Cell density map:
The die is cut into 7 by 12 equal tiles; white is low, dark blue is high, 0 to 100% covered.
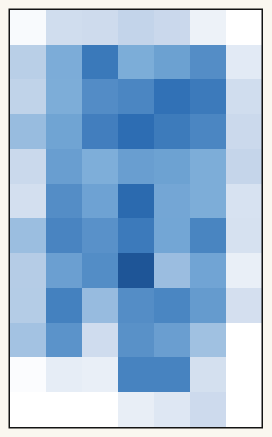
Clock network drawn from the DEF:
Scale bar: 20 µm.
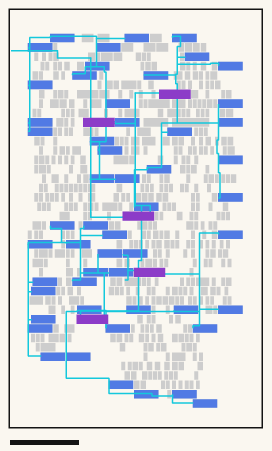
M3 wires:
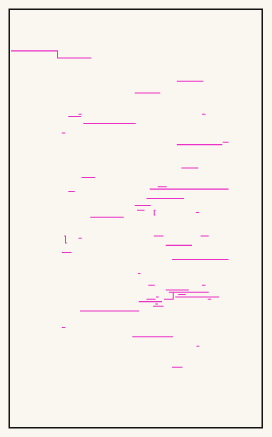
**src/rtl/key_pkg.sv**
```systemverilog
`default_nettype none
// key_pkg: shared FSM state type and default timing for the key_event pushbutton block.
package key_pkg;

   typedef enum logic [0:0] {
      RELEASED = 1'b0,
      PRESSED  = 1'b1
   } key_state_t;

   // 20 ms debounce and 1 s long-press threshold at 50 MHz
   localparam int DEFAULT_DEBOUNCE_CYCLES = 1000000;
   localparam int DEFAULT_LONG_CYCLES     = 50000000;

endpackage
`default_nettype wire

```
**src/rtl/key_debounce.sv**
```systemverilog
`default_nettype none
// key_debounce: two-flop synchronizer plus stable-run counter; level follows key_n polarity
// (1 = released) and change pulses in the cycle whose edge flips level.
module key_debounce
   import key_pkg::*;
#(
   parameter int DEBOUNCE_CYCLES = DEFAULT_DEBOUNCE_CYCLES
) (
   input  logic clk,
   input  logic reset_n,
   input  logic key_n,
   output logic level,
   output logic change
);

   localparam int CW = $clog2(DEBOUNCE_CYCLES + 1);
   localparam logic [CW-1:0] CNT_LAST = CW'(DEBOUNCE_CYCLES - 1);
   localparam logic [CW-1:0] CNT_ONE  = CW'(1);

   logic          s1;
   logic          s2;
   logic [CW-1:0] cnt;

   // change is combinational so the FSM in the parent acts on the same edge that updates level
   assign change = (s2 != level) && (cnt == CNT_LAST);

   always_ff @(posedge clk) begin
      if (!reset_n) begin
         s1    <= 1'b1;
         s2    <= 1'b1;
         level <= 1'b1;
         cnt   <= '0;
      end else begin
         s1 <= key_n;
         s2 <= s1;
         if (s2 == level) begin
            cnt <= '0;
         end else if (change) begin
            level <= s2;
            cnt   <= '0;
         end else begin
            cnt <= cnt + CNT_ONE;
         end
      end
   end

endmodule
`default_nettype wire

```
**src/rtl/key_event.sv**
```systemverilog
`default_nettype none
// key_event: debounced pushbutton that classifies each press as short or long and
// presents it as a single-entry event with sticky overflow.
module key_event
   import key_pkg::*;
#(
   parameter int DEBOUNCE_CYCLES = DEFAULT_DEBOUNCE_CYCLES,
   parameter int LONG_CYCLES     = DEFAULT_LONG_CYCLES
) (
   input  logic CLOCK_50,
   input  logic reset_n,
   input  logic key_n,
   input  logic read,
   output logic valid,
   output logic long,
   output logic held,
   output logic overflow
);

   localparam int HW = $clog2(LONG_CYCLES + 1);
   localparam logic [HW-1:0] HOLD_MAX = HW'(LONG_CYCLES);
   localparam logic [HW-1:0] HOLD_ONE = HW'(1);

   logic          level;
   logic          change;
   key_state_t    state;
   logic [HW-1:0] hold_cnt;
   logic          release_ev;
   logic          ev_long;

   key_debounce #(
      .DEBOUNCE_CYCLES (DEBOUNCE_CYCLES)
   ) u_debounce (
      .clk     (CLOCK_50),
      .reset_n (reset_n),
      .key_n   (key_n),
      .level   (level),
      .change  (change)
   );

   // level is a flop, so held is a clean registered signal
   assign held       = ~level;
   assign release_ev = change && (state == PRESSED);
   assign ev_long    = (hold_cnt == HOLD_MAX);

   always_ff @(posedge CLOCK_50) begin
      if (!reset_n) begin
         state    <= RELEASED;
         hold_cnt <= '0;
      end else begin
         case (state)
            RELEASED: begin
               if (change) begin
                  state    <= PRESSED;
                  hold_cnt <= '0;
               end
            end
            PRESSED: begin
               if (change) begin
                  state <= RELEASED;
               end else if (hold_cnt != HOLD_MAX) begin
                  hold_cnt <= hold_cnt + HOLD_ONE;
               end
            end
            default: begin
               state    <= RELEASED;
               hold_cnt <= '0;
            end
         endcase
      end
   end

   // Single-entry event slot; a read in the same cycle frees the slot for the new event
   always_ff @(posedge CLOCK_50) begin
      if (!reset_n) begin
         valid    <= 1'b0;
         long     <= 1'b0;
         overflow <= 1'b0;
      end else if (release_ev) begin
         if (!valid || read) begin
            valid <= 1'b1;
            long  <= ev_long;
         end else begin
            overflow <= 1'b1;
         end
      end else if (valid && read) begin
         valid <= 1'b0;
      end
   end

endmodule
`default_nettype wire

```
**config.mk**
```make
export PLATFORM = sky130hd
export DESIGN_NAME = key_event
export DESIGN_NICKNAME = d
export VERILOG_FILES = /design/src/rtl/key_pkg.sv /design/src/rtl/key_debounce.sv /design/src/rtl/key_event.sv
export SDC_FILE = /design/constraint.sdc
export NUM_CORES = 1
export LEC_CHECK = 0
export ABC_AREA = 1
export CORE_AREA = 5 5 68 116
export DETAILED_ROUTE_END_ITERATION = 10
export DIE_AREA = 0 0 73 121
export GPL_TIMING_DRIVEN = 0
export PLACE_DENSITY = 0.65
export SLEW_MARGIN = 20
export SYNTH_ARGS = -nofsm -noshare
export SYNTH_HDL_FRONTEND = slang
export SYNTH_HIERARCHICAL = 1
export SYNTH_SLANG_ARGS = --single-unit
export TNS_END_PERCENT = 30
```
**constraint.sdc**
```tcl
create_clock -name CLOCK_50 -period 5.3 [get_ports CLOCK_50]
set_clock_uncertainty 0.15 [all_clocks]
set_input_delay 0.53 -clock CLOCK_50 [delete_from_list [all_inputs] [get_ports CLOCK_50]]
set_output_delay 0.53 -clock CLOCK_50 [all_outputs]
set_load 0.05 [all_outputs]
```
==> results.toml <==
# implementation run metrics
[yosys]
ys_ff = 53
synth_cell_type_count = 31
ys_cells = 543
synth.avg_cell_area_um2 = 6.09
synth_nets = 552
synth_chip_area_mm2 = 0.00331
ys_seq_frac = 0.321
syn_inst = 543
netlist_area_mm2 = 0.00331
synth-warning-count = 6

[timing]
worst_pin_slew_ns = 0.686
hold_viol_final = 0
fmax_mhz = 317
slew_headroom = 0.541
fin_crit_sh = 0.595
setup_viol = 0
finalSetupTns_ns = 0
fin_crit_ns = 3.15
slew_violations = 0
rsz0062_at_grt = "false"

[power_and_ir_drop]
leakagePower_nw = 1.40
p_total_w = 0.000794
power_density_mw_per_mm2 = 217
ir_drop_mv = 0.197

[placement]
numPortBuffers = 7
dpl.hpwl_um = 6470
place_area_mm2 = 0.00348
place.gp.congestion = 0.923

[clock_network]
h-tree-depth = 2
numCtsBuffers = 5
clockRootBuffer = "clkbuf_16"
clock_sinks = 53
cts_tree = "built"
cts.clk_slew.worst_paths_ns = 0.07
cts_resized = 0
post-cts-setup-buffers = 0
cts_max_path_buffers = 2
hold_buffers = 0

[finish]
flop_area_mm2 = 0.00106
layout_top_cell = "nand2_1"
final_cell_mix = "nand2_1 (151), nor2_1 (95), inv_1 (77)"
comb_area_mm2 = 0.00185
stdcell_area_mm2 = 0.00366
diodes = 0
final_nets = 566
areaGrowthSynthToFinish_pct = 10.5
drive_above_1_share = 0.0699
fill_cells = 718

[die]
die_y_um = 121
ioPinCount = 8
rows = 40
dieArea_mm2 = 0.00883
die_width_um = 73

[hold_path]
hp-class = "register to register"

[routing]
detail-route-antenna-nets = 0
drt_iter0_drc = 156
avgRoutedWirePerCell_um = 12.9
drt_pass1_iterations = 4
drc = 0
viasPerCell = 5.08

[global_route]
grt_pass1_wl_um = 13900
grt_max_degree = 16
antenna_found_initial = 0
grt_pass1_vias = 3070
grt_overflow = 0
grtUsageTotal = 0.201

[setup_path]
startpoint_type = "register"
arrival_ns = 3.19
endpoint_kind = "register"
crit_type = "register to register"
path_max_fanout = 10
crit_required_ns = 5.34

[outcome]
status = "complete, no violations"

[flow_run]
drv_cap = 0
warnings = 28
-- 'cell density map' (at the start) --
fullest tile: 85%
densest ninth of the die: center
tiles over 75% full: 3.6%
nearly empty tiles: 9.5%
mean over tiles: 40%
area of the core: 0.00681 mm²
Initial Utilization: 0.486
post-layout util: 0.537

-- 'clock network drawn from the DEF' (at the start) --
legend:
  cells driving clock nets:
    color: purple
    count: 5
  clock wires:
    color: cyan
    length: 748 µm
  flip-flops:
    color: blue
    count: 53
routed clock nets: 6
flops lie: all over the die
Clock Latency Late Sink: 0.30 ns
Clock Power Share: 0.480
Clock Power: 0.000381 W

-- 'M3 wires' (at the start) --
longest straight run: 22.5 µm
main direction: horizontal
share of all routed wire: 3.1%
wire length on this layer: 255 µm
nets with wire on the layer: 29
vias: 3261
met3 usage: 0.0265
Post-Route WL: 8300 µm

[registers in the layout, summed over array words and instances (netlist names)]
name	count
u_debounce/cnt	20
state	1
u_debounce/s2	1
overflow	1
valid	1
u_debounce/level	1
u_debounce/s1	1
hold_cnt	26
long	1
[Yosys cell counts, drive strengths merged]
| cell | count | share of area |
|---|---|---|
| ha | 5 | 0.019 |
| nor2 | 100 | 0.12 |
| nand4 | 7 | 0.013 |
| o21ai | 17 | 0.026 |
| nand3b | 2 | 0.0045 |
| o21bai | 1 | 0.0023 |
| o21a | 2 | 0.0045 |
| and2 | 1 | 0.0026 |
| clkbuf | 4 | 0.0045 |
| nor4 | 1 | 0.0019 |
| or2 | 3 | 0.0057 |
| buf | 9 | 0.026 |
| nor3 | 1 | 0.0015 |
| a21oi | 15 | 0.023 |
| dfxtp | 53 | 0.32 |
| nand2 | 163 | 0.20 |
| xor2 | 5 | 0.013 |
| nor3b | 2 | 0.0045 |
| xnor2 | 4 | 0.011 |
| clkinv | 1 | 0.0011 |
| nand3 | 70 | 0.11 |
| inv | 77 | 0.087 |
[layer usage]
layer | share of wire | GRT usage | vias to the layer above
met3 | 0.031 | 0.0265 | 26
met4 | 0.042 | 0.113 | 0
met2 | 0.56 | 0.385 | 68
li1 | - | - | 1709
met5 | 0 | 0 | -
met1 | 0.37 | 0.196 | 1458
[report_power, final]
part / internal [W] / switching (W)
Clock: 0.000236 / 0.000145
Combinational: 0.00000506 / 0.00000845
Sequential: 0.000399 / 0.000000453
Total: 0.000640 / 0.000154
[stage by stage]
| step | instances | hold WS (ns) | setup WS, ns |
|---|---|---|---|
| 2_1_floorplan | 543 | 0.242 | 2.85 |
| 3_3_place_gp | 634 | 0.249 | 2.13 |
| 3_5_place_dp | 634 | 0.247 | 2.08 |
| 4_1_cts | 642 | 0.277 | 2.08 |
| 5_1_grt | 642 | 0.322 | 1.75 |
| 6_report | 642 | 0.277 | 2.15 |
[cell type report]
type	count	area share
buffer	13	0.0274
tap	84	0.0287
multi-input combinational	399	0.507
sequential	53	0.290
timing repair buffer	7	0.0192
clock inverter	1	0.00821
clock buffer	7	0.0390
inverter	78	0.0801
[cells by family after synthesis]
family | Yosys count | share of synthesized area
compound gates | 35 | 0.0552
xor+xnor | 9 | 0.0238
simple gates | 350 | 0.463
buf+inv | 91 | 0.119
fa+ha+maj | 5 | 0.0189
flops | 53 | 0.321
[worst max-delay path, cell delays in order, from the launching register on]
cell and delay [ns]:
dfxtp_1 0.35, ha_1 0.19, nand3_1 0.22, nor2_1 0.33
nand4_1 0.17, nor2_1 0.17, inv_1 0.06, ha_1 0.19
nor2_1 0.53, clkbuf_1 0.45, nand3_1 0.13, nand2_1 0.08
nor2_1 0.05
[final timing paths]
path | cells after the start | end | slack, ns | start
max reg2reg | 12 | hold_cnt[10] | 2.15 | u_debounce/cnt[0]
min | 1 | u_debounce/s2 | 0.28 | u_debounce/s1
max | 12 | hold_cnt[10] | 2.15 | u_debounce/cnt[0]
min reg2reg | 1 | u_debounce/s2 | 0.28 | u_debounce/s1
No activity file was given, so power comes from the tool's default toggle rates.
